### config.mk
export PLATFORM = sky130hd
export DESIGN_NAME = dma_copy_ctrl_flat
export DESIGN_NICKNAME = d
export VERILOG_FILES = /design/src/rtl/dma_copy_ctrl_if.sv /design/src/rtl/dma_copy_ctrl.sv /design/src/flat_wrapper.sv
export SDC_FILE = /design/constraint.sdc
export NUM_CORES = 1
export LEC_CHECK = 0
export ABC_AREA = 0
export CAP_MARGIN = 20
export CORE_MARGIN = 8
export CORE_UTILIZATION = 34
export CTS_CLUSTER_SIZE = 12
export DETAILED_ROUTE_END_ITERATION = 8
export PLACE_DENSITY = 0.58
export SYNTH_ARGS = -nofsm -noshare
export SYNTH_HDL_FRONTEND = slang
export SYNTH_SLANG_ARGS = --single-unit
### constraint.sdc
create_clock -name clk -period 3.3 [get_ports clk]
set_input_delay 0.66 -clock clk [delete_from_list [all_inputs] [get_ports clk]]
set_output_delay 0.66 -clock clk [all_outputs]
set_load 0.1 [all_outputs]
### src/rtl/dma_copy_ctrl_if.sv
// ============================================================================
// dma_copy_ctrl_if
// ----------------------------------------------------------------------------
// Purpose:
//   Bundles the control, CPU-handshake and shared-bus signals of the
//   block-copy DMA controller so the controller and its surroundings connect
//   through a single port.
//
// Signals (direction as seen by the DMA controller, modport master):
//   start      in   1-cycle copy request, sampled only while idle
//   src_addr   in   first source address
//   dst_addr   in   first destination address
//   len        in   byte count
//   abort      in   stop after the byte in flight
//   hold_ack   in   CPU has halted and released the buses
//   data_in    in   data bus value during a read cycle
//   hold_req   out  bus request to the CPU (ORed into HLT)
//   addr_out   out  address driven onto the address bus
//   addr_oe    out  DMA owns the address bus
//   mem_oe     out  read strobe
//   mem_we     out  write strobe
//   data_out   out  latched byte driven during a write cycle
//   data_oe    out  DMA drives the data bus
//   busy       out  controller not idle
//   remaining  out  bytes still to copy
//   done       out  1-cycle completion/abort pulse
//   aborted    out  sticky: last transfer ended by abort
//
// Modports:
//   master  the DMA controller
//   slave   the system side (CPU, sequencer, memory)
// ============================================================================
interface dma_copy_ctrl_if #(
    parameter int ADDR_WIDTH = 16,
    parameter int DATA_WIDTH = 8,
    parameter int LEN_WIDTH  = 8
);
    logic                  start;
    logic [ADDR_WIDTH-1:0] src_addr;
    logic [ADDR_WIDTH-1:0] dst_addr;
    logic [LEN_WIDTH-1:0]  len;
    logic                  abort;
    logic                  hold_ack;
    logic [DATA_WIDTH-1:0] data_in;

    logic                  hold_req;
    logic [ADDR_WIDTH-1:0] addr_out;
    logic                  addr_oe;
    logic                  mem_oe;
    logic                  mem_we;
    logic [DATA_WIDTH-1:0] data_out;
    logic                  data_oe;
    logic                  busy;
    logic [LEN_WIDTH-1:0]  remaining;
    logic                  done;
    logic                  aborted;

    modport master (
        input  start, src_addr, dst_addr, len, abort, hold_ack, data_in,
        output hold_req, addr_out, addr_oe, mem_oe, mem_we, data_out,
               data_oe, busy, remaining, done, aborted
    );

    modport slave (
        output start, src_addr, dst_addr, len, abort, hold_ack, data_in,
        input  hold_req, addr_out, addr_oe, mem_oe, mem_we, data_out,
               data_oe, busy, remaining, done, aborted
    );
endinterface

### src/rtl/dma_copy_ctrl.sv
// ============================================================================
// dma_copy_ctrl
// ----------------------------------------------------------------------------
// Purpose:
//   Block-copy DMA controller acting as a second bus master next to the CPU
//   control unit. On start it requests the buses (hold_req), waits for
//   hold_ack, then copies len bytes from src to dst, one read cycle followed
//   by one write cycle per byte, releases the buses and pulses done.
//   Pointers wrap modulo 2**ADDR_WIDTH.
//
// Ports:
//   clk    system clock, all state on the rising edge
//   reset  synchronous, active-high; returns to IDLE with all outputs 0
//   bus    dma_copy_ctrl_if.master: control inputs, CPU handshake, shared
//          address/data bus drives and status outputs
//
// State sequence: IDLE -> REQ -> (READ -> WRITE)* -> RELEASE -> IDLE
//   All bus strobes are registered decodes of the next state, so they are
//   glitch-free and line up exactly with the state they belong to.
// ============================================================================
module dma_copy_ctrl #(
    parameter int ADDR_WIDTH = 16,
    parameter int DATA_WIDTH = 8,
    parameter int LEN_WIDTH  = 8
) (
    input  logic          clk,
    input  logic          reset,
    dma_copy_ctrl_if.master bus
);

    typedef enum logic [2:0] {
        S_IDLE,
        S_REQ,
        S_READ,
        S_WRITE,
        S_RELEASE
    } state_t;

    state_t                state;
    state_t                state_nxt;

    logic [ADDR_WIDTH-1:0] src_ptr;
    logic [ADDR_WIDTH-1:0] dst_ptr;
    logic [ADDR_WIDTH-1:0] src_inc;
    logic [ADDR_WIDTH-1:0] dst_inc;
    logic [DATA_WIDTH-1:0] data_latch;
    logic [LEN_WIDTH-1:0]  remaining_q;

    // Abort seen during READ is remembered so that it still ends the
    // transfer once the byte in flight has been written.
    logic                  abort_pend;

    logic                  accept;
    logic                  go_abort;
    logic                  last_byte;

    assign src_inc   = src_ptr + 1'b1;
    assign dst_inc   = dst_ptr + 1'b1;
    assign last_byte = (remaining_q == LEN_WIDTH'(1));

    assign bus.data_out  = data_latch;
    assign bus.remaining = remaining_q;

    // ------------------------------------------------------------------
    // Next-state decode
    // ------------------------------------------------------------------
    always_comb begin
        state_nxt = state;
        accept    = 1'b0;
        go_abort  = 1'b0;
        case (state)
            S_IDLE: begin
                if (bus.start) begin
                    accept    = 1'b1;
                    // A zero-length request never touches the bus.
                    state_nxt = (bus.len != '0) ? S_REQ : S_RELEASE;
                end
            end
            S_REQ: begin
                // Abort wins over a simultaneous grant.
                if (bus.abort) begin
                    state_nxt = S_RELEASE;
                    go_abort  = 1'b1;
                end else if (bus.hold_ack) begin
                    state_nxt = S_READ;
                end
            end
            S_READ: begin
                // A byte is never split: READ always completes into WRITE.
                state_nxt = S_WRITE;
            end
            S_WRITE: begin
                // Finishing the last byte counts as normal completion even
                // if abort arrives on that same byte.
                if (last_byte) begin
                    state_nxt = S_RELEASE;
                end else if (bus.abort || abort_pend) begin
                    state_nxt = S_RELEASE;
                    go_abort  = 1'b1;
                end else begin
                    state_nxt = S_READ;
                end
            end
            S_RELEASE: begin
                // hold_ack is deliberately not waited on here.
                state_nxt = S_IDLE;
            end
            default: begin
                state_nxt = S_IDLE;
            end
        endcase
    end

    // ------------------------------------------------------------------
    // State, datapath and registered outputs
    // ------------------------------------------------------------------
    always_ff @(posedge clk) begin
        if (reset) begin
            state        <= S_IDLE;
            src_ptr      <= '0;
            dst_ptr      <= '0;
            data_latch   <= '0;
            remaining_q  <= '0;
            abort_pend   <= 1'b0;
            bus.hold_req <= 1'b0;
            bus.addr_out <= '0;
            bus.addr_oe  <= 1'b0;
            bus.mem_oe   <= 1'b0;
            bus.mem_we   <= 1'b0;
            bus.data_oe  <= 1'b0;
            bus.busy     <= 1'b0;
            bus.done     <= 1'b0;
            bus.aborted  <= 1'b0;
        end else begin
            state <= state_nxt;

            // Bus drives are confined to READ/WRITE so the DMA never fights
            // the CPU drivers in IDLE, REQ or RELEASE.
            bus.hold_req <= (state_nxt == S_REQ) || (state_nxt == S_READ) ||
                            (state_nxt == S_WRITE);
            bus.addr_oe  <= (state_nxt == S_READ) || (state_nxt == S_WRITE);
            bus.mem_oe   <= (state_nxt == S_READ);
            bus.mem_we   <= (state_nxt == S_WRITE);
            bus.data_oe  <= (state_nxt == S_WRITE);
            bus.busy     <= (state_nxt != S_IDLE);
            bus.done     <= (state_nxt == S_RELEASE);

            // The address register is loaded with the pointer that will be
            // current during the next state; on WRITE->READ the source
            // pointer is being incremented on this very edge.
            case (state_nxt)
                S_READ:  bus.addr_out <= (state == S_WRITE) ? src_inc : src_ptr;
                S_WRITE: bus.addr_out <= dst_ptr;
                default: bus.addr_out <= '0;
            endcase

            if (accept) begin
                src_ptr     <= bus.src_addr;
                dst_ptr     <= bus.dst_addr;
                remaining_q <= bus.len;
                bus.aborted <= 1'b0;
            end

            if (go_abort) begin
                bus.aborted <= 1'b1;
            end

            if (state == S_READ) begin
                data_latch <= bus.data_in;
                abort_pend <= bus.abort;
            end else begin
                abort_pend <= 1'b0;
            end

            if (state == S_WRITE) begin
                src_ptr     <= src_inc;
                dst_ptr     <= dst_inc;
                remaining_q <= remaining_q - 1'b1;
            end
        end
    end

endmodule
### src/flat_wrapper.sv
// flat-port wrapper written by rule: the top's interface ports become plain ports
module dma_copy_ctrl_flat 
#(
    parameter int ADDR_WIDTH = 16,
    parameter int DATA_WIDTH = 8,
    parameter int LEN_WIDTH  = 8
)
  (clk, reset, bus_start, bus_src_addr, bus_dst_addr, bus_len, bus_abort, bus_hold_ack, bus_data_in, bus_hold_req, bus_addr_out, bus_addr_oe, bus_mem_oe, bus_mem_we, bus_data_out, bus_data_oe, bus_busy, bus_remaining, bus_done, bus_aborted);
  dma_copy_ctrl_if #(.ADDR_WIDTH(ADDR_WIDTH), .DATA_WIDTH(DATA_WIDTH), .LEN_WIDTH(LEN_WIDTH)) bus_i ();
  input  logic clk;
  input  logic reset;
  input wire logic [$bits(bus_i.start)-1:0] bus_start;
  input wire logic [$bits(bus_i.src_addr)-1:0] bus_src_addr;
  input wire logic [$bits(bus_i.dst_addr)-1:0] bus_dst_addr;
  input wire logic [$bits(bus_i.len)-1:0] bus_len;
  input wire logic [$bits(bus_i.abort)-1:0] bus_abort;
  input wire logic [$bits(bus_i.hold_ack)-1:0] bus_hold_ack;
  input wire logic [$bits(bus_i.data_in)-1:0] bus_data_in;
  output wire logic [$bits(bus_i.hold_req)-1:0] bus_hold_req;
  output wire logic [$bits(bus_i.addr_out)-1:0] bus_addr_out;
  output wire logic [$bits(bus_i.addr_oe)-1:0] bus_addr_oe;
  output wire logic [$bits(bus_i.mem_oe)-1:0] bus_mem_oe;
  output wire logic [$bits(bus_i.mem_we)-1:0] bus_mem_we;
  output wire logic [$bits(bus_i.data_out)-1:0] bus_data_out;
  output wire logic [$bits(bus_i.data_oe)-1:0] bus_data_oe;
  output wire logic [$bits(bus_i.busy)-1:0] bus_busy;
  output wire logic [$bits(bus_i.remaining)-1:0] bus_remaining;
  output wire logic [$bits(bus_i.done)-1:0] bus_done;
  output wire logic [$bits(bus_i.aborted)-1:0] bus_aborted;
  assign bus_i.start = bus_start;
  assign bus_i.src_addr = bus_src_addr;
  assign bus_i.dst_addr = bus_dst_addr;
  assign bus_i.len = bus_len;
  assign bus_i.abort = bus_abort;
  assign bus_i.hold_ack = bus_hold_ack;
  assign bus_i.data_in = bus_data_in;
  assign bus_hold_req = bus_i.hold_req;
  assign bus_addr_out = bus_i.addr_out;
  assign bus_addr_oe = bus_i.addr_oe;
  assign bus_mem_oe = bus_i.mem_oe;
  assign bus_mem_we = bus_i.mem_we;
  assign bus_data_out = bus_i.data_out;
  assign bus_data_oe = bus_i.data_oe;
  assign bus_busy = bus_i.busy;
  assign bus_remaining = bus_i.remaining;
  assign bus_done = bus_i.done;
  assign bus_aborted = bus_i.aborted;
  dma_copy_ctrl #(.ADDR_WIDTH(ADDR_WIDTH), .DATA_WIDTH(DATA_WIDTH), .LEN_WIDTH(LEN_WIDTH)) u_core (.clk(clk), .reset(reset), .bus(bus_i));
endmodule
**Run 1: clock wires, drivers and flops**

Scale bar: 20 um.
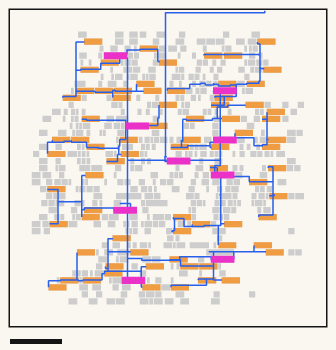
flip-flops: marked orange, count 75. clock wires: marked blue, length 1090 um. cells driving clock nets: marked magenta, count 9.
There are 10 routed clock nets.

**Run 1: sequential cells grouped by signal name**

Scale bar: 20 um.
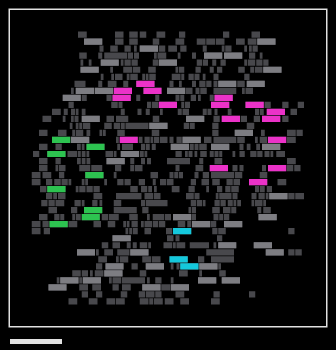
u_core.state: marked cyan, sequential cells 3. u_core.bus.addr_out: marked magenta, sequential cells 16. u_core.bus.remaining: marked green, sequential cells 8, where middle left.
Another 48 sequential cells are not coloured.
register area: 1500 sq um
power of the sequential group: 1040 uW
flop share of the area: 29.6%
post-layout util: 45.2%

==> out/summary.txt, run 1 <==
yosys stat chip area: 3850 sq um
CTS tree: built
initial antenna violation count: 0
ClkCell Share: 6.19%
clock buffer count from CTS: 9
mux share: 2.08%
largest class: multi-input combinational cells
Post-synth EDFFs: 0
aoi share: 24.9%
IO Pins: 93
Crit. End Element: flop
IO buf count: 92
max_slew headroom: 56.4%
RSZ-0062 raised after global routing: no
DRC: 0
first-pass GRT wire length: 19.1 mm
hold path cells: 2
clock-pin transition on the worst setup and hold timing paths: 0.06 ns
Die Span Y: 122 um
Detailed Routing Iterations Pass 1: 4
Congestion Overflow GR: 0
adder share: 1.30%
WHS Endpoint: u_core.bus.data_out[6]$_SDFFE_PP0N_
Floorplan Utilization: 34.3%
setup_tns: 0 ns
routed length on met3: 729 um
most numerous logic cells after layout: dfxtp_1, buf_4, clkdlybuf4s50_1
Post-Route WL: 11.9 mm
Psw: 808 uW
Detail Placement HPWL: 8.54 mm
worst path arrival time: 2.79 ns
NonClk Buf Share: 18.0%
Layout area overhead: 31.6%
Clock Power Share: 39.6%
nonclk buf count: 105
via count: 3821
Filler cells: 1125
CP Buf/Inv Count: 1
Layout Nets: 592
total global-route track usage: 15.9%
P_clk: 1040 uW
FP Rows: 39
Pwr per Cell Area: 516 nW/um^2
LEAKAGE: 0.00182 uW
GR peak layer: met2
Levels on crit path: 5
reg2reg path depth: 5
result of the run: complete, no violations
Min Hold Slack: 0.498 ns
cell count after synthesis: 458
combinational share of cell area: 41.8%
yosys warns: 0
drt wl/cell: 17.4 um
yosys stat cell total: 458
# Taps: 143
# diodes: 0
FF-to-FF setup slack: 0.73 ns
max-slew violation count: 0
asr flop ratio synth: 0%
1st-iter DRT viols: 224
combinational power: 543 uW
Layout Skew: 0.00476 ns
Inverters excl. clock: 12
Root Driver: clkbuf_16
Switching Fraction: 30.9%
peak supply drop: 271 uV
critical path's top delay family: simple AND/OR/NAND/NOR gates
Synth Cell Area: 3850 sq um
Required @ worst endpoint: 3.51 ns
sequential area share after synthesis: 39.0%
CTS resizes: 0
met3 Use GR: 3.73%
Seq cells: 75
P_int: 1810 uW
Setup CP Type: reg2reg
Top Consumer: registers
ys flops: 75
Slew @ Worst Pin: 0.654 ns
core footprint: 11200 sq um
Reg2Reg Capture Point: u_core.bus.addr_out[7]$_SDFF_PP0_
Max Used Layer: met4
Global Route met1 Usage: 19.7%
CP Cell Sequence: or4_1 > or4_4 > a32oi_4 > buf_4 > a211oi_1
main flop type: dfxtp_1
cell accounting for the most synthesized area: dfxtp_1
share of layout cells above drive strength 1: 15.4%
Die Wd: 122 um
clock sinks: 75
Simple-Gate Area Share: 23.6%
ANT nets after route: 0
largest net degree at the start of global routing: 61
FF-to-FF Start: u_core.bus.remaining[2]$_SDFFE_PP0P_
Latency at later pin: 0.34 ns
gpl congestion: 0.816
WL met2: 5.54 mm
crit path time final: 2.57 ns
Yosys cell types: 65
CP peak stage delay: 0.68 ns
max-cap violation count: 0
Worst Hold Launch: u_core.bus.data_out[6]$_SDFFE_PP0N_
Synth Area per Inst: 8.41 sq um
Worst Hold Class: reg2reg
CP Max Fanout: 13
clkbuf count: 13
Die Size: 15000 sq um
Logic area: 2120 sq um
fin crit share: 78.0%
Post-CTS Setup Bufs: 0
Setup-failing EPs final: 0
Multi-In Gates: 332
Setup crit start kind: flop
M1 WL: 5.34 mm
syn_nets: 515
combinational cell fraction of total power: 20.8%
Critical Path End: u_core.bus.addr_out[7]$_SDFF_PP0_
htree depth: 3
drt via density: 5.59
xor/xnor share: 2.73%
CTS Buffer Depth: 2
Reg power frac: 39.6%
Top cell area share: 39.0%
hold_buf cts: 0
met2 usage: 25.9%
crit path launch: u_core.bus.remaining[2]$_SDFFE_PP0P_
most frequent logic cell in the layout: dfxtp_1
Fin. Hold Viols: 0
vias in the first global route: 3756
Cell area leaders: dfxtp_1, a21oi_1, nor2_1, nand2_1, xnor2_1
Top logic family: AND-OR/OR-AND gates
OpenROAD warnings: 27
CP max-delay cell: or4_1
highest clock rate: 0.388 GHz
**Run 1: layout detail**

Window x 77 to 107, y 16 to 46 um. Cells in grey, sequential cells in the stronger grey; small squares are vias.
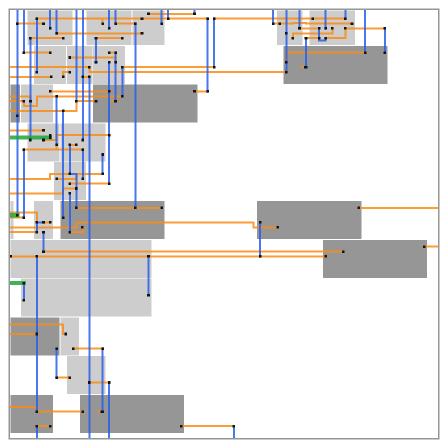
met3: marked green. met1: marked orange. met2: marked blue.
23 logic cells have their middle in the window. Most frequent: dfxtp_1 (6), xnor2_1 (3), o22ai_1 (3). Sequential cells in the window: 6. Netlist names of flops here include u_core.src_ptr (3).

==> run 1: Yosys cell counts (3+ instances only) <==
library cell and count:
a2111oi_0 4, a211oi_1 11, a21oi_1 40, a22oi_1 3, a311oi_1 7, a31oi_1 14
a32o_1 3, and3_1 6, and4_1 3, buf_2 6, buf_4 6, buf_6 3
clkbuf_1 21, dfxtp_1 75, ha_1 4, inv_1 12, mux2i_1 8, nand2_1 34
nand3_1 13, nand3b_1 3, nand4_1 8, nor2_1 44, nor3_1 13, nor4_1 12
nor4b_1 3, o211ai_1 8, o21ai_0 13, o22ai_1 3, o311ai_0 5, o31ai_1 3
or3_1 8, or3_2 4, or4_1 7, xnor2_1 11
==> run 1: state kept, by name, summed over array words and instances, names as in the netlist <==
| signal | flops |
|---|---|
| u_core.state | 3 |
| u_core.bus.data_out | 8 |
| u_core.bus.addr_out | 16 |
| u_core.bus.done | 1 |
| u_core.bus.busy | 1 |
| u_core.bus.hold_req | 1 |
| u_core.bus.addr_oe | 1 |
| u_core.dst_ptr | 16 |
| u_core.bus.remaining | 8 |
| u_core.bus.aborted | 1 |
| u_core.bus.mem_oe | 1 |
| u_core.src_ptr | 16 |
| u_core.abort_pend | 1 |
| u_core.bus.mem_we | 1 |
==> run 1: metrics by stage <==
stage / area (sq um) / utilization [%] / cells / setup WS [ns] / total power, uW
2_1_floorplan: 3850 / - / 458 / 0.766 / 1420
3_3_place_gp: 4760 / 42.4 / 667 / 0.624 / 1600
4_1_cts: 5070 / 45.2 / 683 / 0.739 / 2640
3_5_place_dp: 4760 / 42.4 / 667 / 0.587 / 1600
6_report: 5070 / 45.2 / 683 / 0.726 / 2620
5_1_grt: 5070 / 45.2 / 683 / 0.621 / 2720
**Run 1: the clock network**

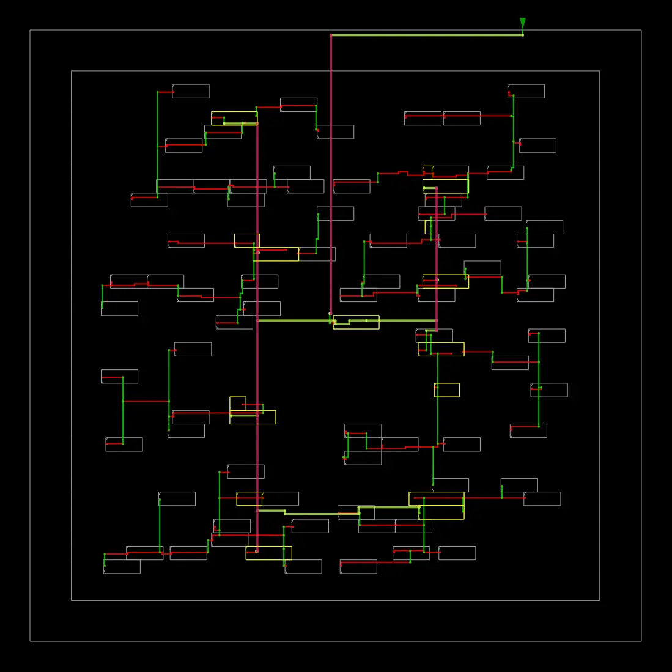

==> run 2: changes to the inputs <==
--- a/config.mk
+++ b/config.mk
@@ -11,7 +11,7 @@
 export CORE_UTILIZATION = 34
 export CTS_CLUSTER_SIZE = 12
 export DETAILED_ROUTE_END_ITERATION = 8
-export PLACE_DENSITY = 0.58
+export PLACE_DENSITY = 0.61
 export SYNTH_ARGS = -nofsm -noshare
 export SYNTH_HDL_FRONTEND = slang
 export SYNTH_SLANG_ARGS = --single-unit
==> constraint.sdc (replaced) <==
create_clock -name clk -period 2.3 [get_ports clk]
set_input_delay 0.46 -clock clk [delete_from_list [all_inputs] [get_ports clk]]
set_output_delay 0.46 -clock clk [all_outputs]
set_load 0.1 [all_outputs]
**Run 2: the clock network**

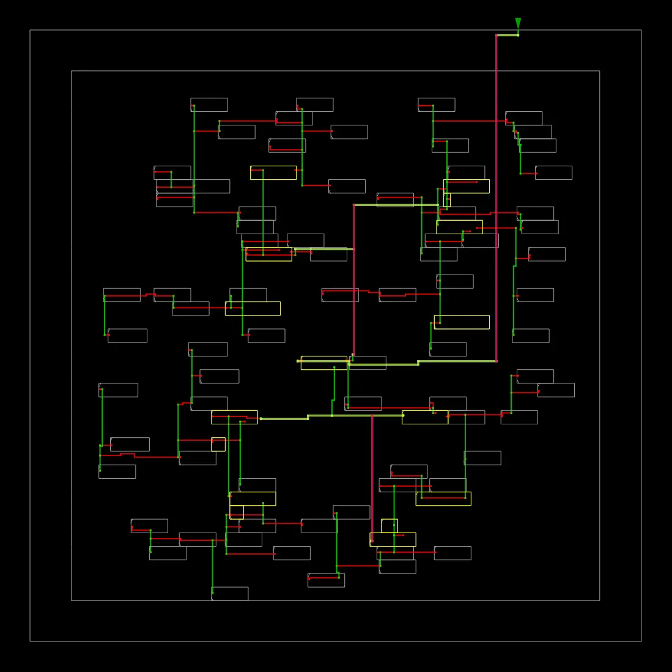
Layout Skew: 0.00806 ns
clock sinks: 75
clkbuf count: 10
P_clk: 1620 uW

**Run 2: cell sizes after repair**

Scale bar: 20 um.
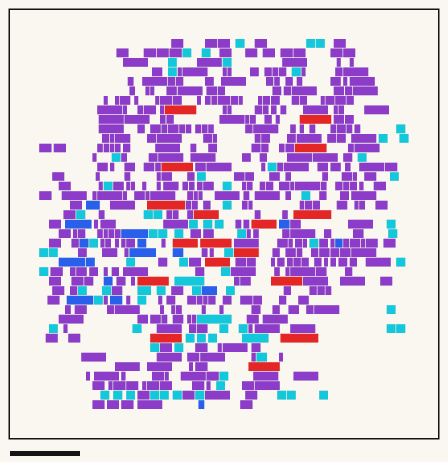
drive 2: marked blue, cells 16, most used dfxtp_2. drive 6 and up: marked red, cells 17, most used clkbuf_16. drive 1 or less: marked purple, cells 452, most used dfxtp_1. drive 3 to 4: marked cyan, cells 79, most used buf_4.

==> run 2 against run 1 <==
  * Via count grew 2.2%
  * Final area grew 5.5%
  * Sequential share of layout area shrank 1.4 points
  * Power grew 52%
  * Sequential power grew 42%
  * Hold slack lost 0.0038 ns
  * Synthesized cell count is the same
  * Global-route usage is essentially flat
  * Largest power group is now clock
==> out/summary.txt, run 2 <==
result of the run: complete, no violations
CTS tree: built
CP peak stage delay: 0.56 ns (-0.12 ns)
initial antenna violation count: 0 (unchanged)
largest net degree at the start of global routing: 29 (-52%)
Synth Cell Area: 3850 sq um (unchanged)
reg2reg path depth: 5 (unchanged)
vias in the first global route: 3768 (+0.32%)
Pwr per Cell Area: 742 nW/um^2 (+44%)
CP Max Fanout: 13 (unchanged)
Global Route met1 Usage: 20.5% (+0.80 points)
Detail Placement HPWL: 8.88 mm (+4.0%)
post-layout util: 47.6% (+2.5 points)
total global-route track usage: 15.9% (-0.019 points)
Setup-failing EPs final: 0 (unchanged)
most frequent logic cell in the layout: buf_4
LEAKAGE: 0.00196 uW (+7.9%)
Die Wd: 122 um (unchanged)
cell count after synthesis: 458 (unchanged)
1st-iter DRT viols: 268 (+20%)
gpl congestion: 0.832 (+1.9%)
ANT nets after route: 0 (unchanged)
CTS resizes: 0 (unchanged)
yosys warns: 0 (unchanged)
Synth Area per Inst: 8.41 sq um (unchanged)
biggest regs: u_core.bus.addr_out x16, u_core.dst_ptr x16, u_core.src_ptr x16
hold_buf cts: 0 (unchanged)
max-cap violation count: 0 (unchanged)
crit path time final: 2.14 ns (-0.431 ns)
Post-synth EDFFs: 0 (unchanged)
FF-to-FF Start: u_core.bus.remaining[2]$_SDFFE_PP0P_
first-pass GRT wire length: 19.0 mm (about the same)
Floorplan Utilization: 34.3% (unchanged)
Required @ worst endpoint: 2.52 ns (-0.99 ns)
RSZ-0062 raised after global routing: no
Die Size: 15000 sq um (unchanged)
clock-pin transition on the worst setup and hold timing paths: 0.06 ns (about the same)
Setup crit start kind: flop
Layout Nets: 616 (+4.1%)
Worst Hold Class: reg2reg
FF-to-FF setup slack: 0.16 ns (-0.57 ns)
met3 Use GR: 3.77% (+0.046 points)
Crit. End Element: flop
yosys stat cell total: 458 (unchanged)
sequential area share after synthesis: 39.0% (unchanged)
CP max-delay cell: or4_1
hold path cells: 2 (unchanged)
Reg2Reg Capture Point: u_core.bus.addr_out[6]$_SDFF_PP0_
peak supply drop: 316 uV (+17%)
fin cells: 707 (+3.5%)
Top cell area share: 39.0% (unchanged)
Post-Route WL: 11.9 mm (about the same)
asr flop ratio synth: 0% (unchanged)
main flop type: dfxtp_1
Yosys top cell by instances: dfxtp_1
Die Span Y: 122 um (unchanged)
yosys stat chip area: 3850 sq um (unchanged)
M1 WL: 5.46 mm (+2.3%)
max-slew violation count: 0 (unchanged)
Worst Hold Launch: u_core.dst_ptr[2]$_SDFFE_PP0P_
Latency at later pin: 0.33 ns (about the same)
IO buf count: 92 (unchanged)
Slew @ Worst Pin: 0.581 ns (-0.0727 ns)
met2 usage: 25.3% (-0.58 points)
Max Used Layer: met4
share of layout cells above drive strength 1: 19.9% (+4.5 points)
design area: 5350 sq um (+5.5%)
Post-CTS Setup Bufs: 0 (unchanged)
WL met2: 5.56 mm (+0.36%)
Min Hold Slack: 0.494 ns (-0.00383 ns)
Fin. Hold Viols: 0 (unchanged)
max_slew headroom: 60.9% (+4.5 points)
Detailed Routing Iterations Pass 1: 5 (+1)
CP Cell Sequence: or4_1 > or4_4 > a32oi_4 > buf_4 > nor3_1
cell accounting for the most synthesized area: dfxtp_1
most numerous logic cells after layout: buf_4, dfxtp_1, clkdlybuf4s50_1
clock buffer count from CTS: 9 (unchanged)
critical path's top delay family: simple AND/OR/NAND/NOR gates
Layout area overhead: 38.9%
core footprint: 11200 sq um (unchanged)
htree depth: 3 (unchanged)
placed cell areas: 5000 sq um (+5.2%)
# diodes: 0 (unchanged)
placed instance count: 691 (+3.6%)
highest clock rate: 0.467 GHz (+20%)
Setup CP Type: reg2reg
via count: 3904 (+2.2%)
Final Power: 3970 uW (+52%)
DRC: 0 (unchanged)
routed length on met3: 639 um (-12%)
WHS Endpoint: u_core.dst_ptr[2]$_SDFFE_PP0P_
Congestion Overflow GR: 0 (unchanged)
syn_nets: 515 (unchanged)
Cell area leaders: dfxtp_1, a21oi_1, nor2_1, nand2_1, xnor2_1
**Run 2: layout detail**

Window x 77 to 107, y 16 to 46 um. Cells in grey, sequential cells in the stronger grey; small squares are vias.
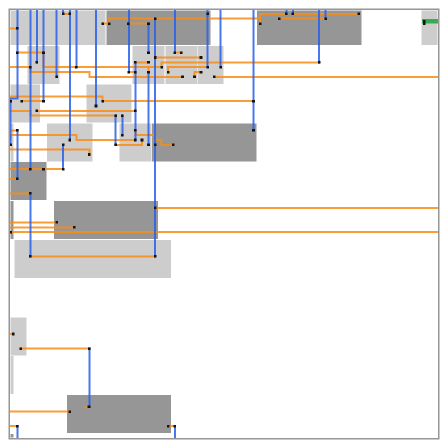
met2: marked blue. met3: marked green. met1: marked orange.
Most frequent: dfxtp_1 (5), xnor2_1 (2), o22ai_1 (2). Sequential cells in the window: 5. Netlist names of flops here include u_core.src_ptr (3). 16 logic cells have their middle in the window.

run 2: worst max path at each step:
stage	startpoint	depth (start not counted)	to
finish	u_core.bus.remaining[2]$_SDFFE_PP0P_	5	u_core.bus.addr_out[6]$_SDFF_PP0_
global route	u_core.bus.remaining[2]$_SDFFE_PP0P_	5	u_core.bus.addr_out[6]$_SDFF_PP0_
detailed placement	bus_start	6	u_core.src_ptr[4]$_SDFFE_PP0P_
global placement	bus_start	6	u_core.src_ptr[4]$_SDFFE_PP0P_
floorplan	u_core.bus.remaining[2]$_SDFFE_PP0P_	6	u_core.bus.busy$_SDFF_PP0_
CTS	u_core.bus.remaining[2]$_SDFFE_PP0P_	5	u_core.bus.addr_out[6]$_SDFF_PP0_
run 2: cells by family after synthesis:
group / synth area share (%)
DFF: 39.0
adders and majority gates: 1.30
buffers and inverters: 6.40
muxes: 2.08
AOI/OAI and AO/OA: 24.9
xor gates and xnor gates: 2.73
and+or+nand+nor: 23.6
run 2: layout make-up:
cell class | count | area, sq um
multi-input cells | 332 | 2120
well taps | 143 | 179
inverters | 12 | 45.0
clock buffers | 10 | 229
flip-flops and latches | 75 | 1510
repair buffers | 129 | 1160
fillers | 1093 | 5880
clock inverters | 6 | 114
run 2: worst register-to-register path: cells and delay by family (launching register included):
| family | cells | cell delay [ns] |
|---|---|---|
| buffers and inverters | 1 | 0.25 |
| and+or+nand+nor | 3 | 1.12 |
| AOI/OAI and AO/OA | 1 | 0.31 |
| DFF | 1 | 0.35 |
run 2: power by group:
| part | switching (uW) | internal (uW) | total (uW) | leakage, uW |
|---|---|---|---|---|
| sequential | 95.6 | 1380 | 1480 | 0.000615 |
| clock | 559 | 1060 | 1620 | 0.000159 |
| combinational | 522 | 346 | 868 | 0.00119 |
Power is estimated from default activity; no workload was simulated.
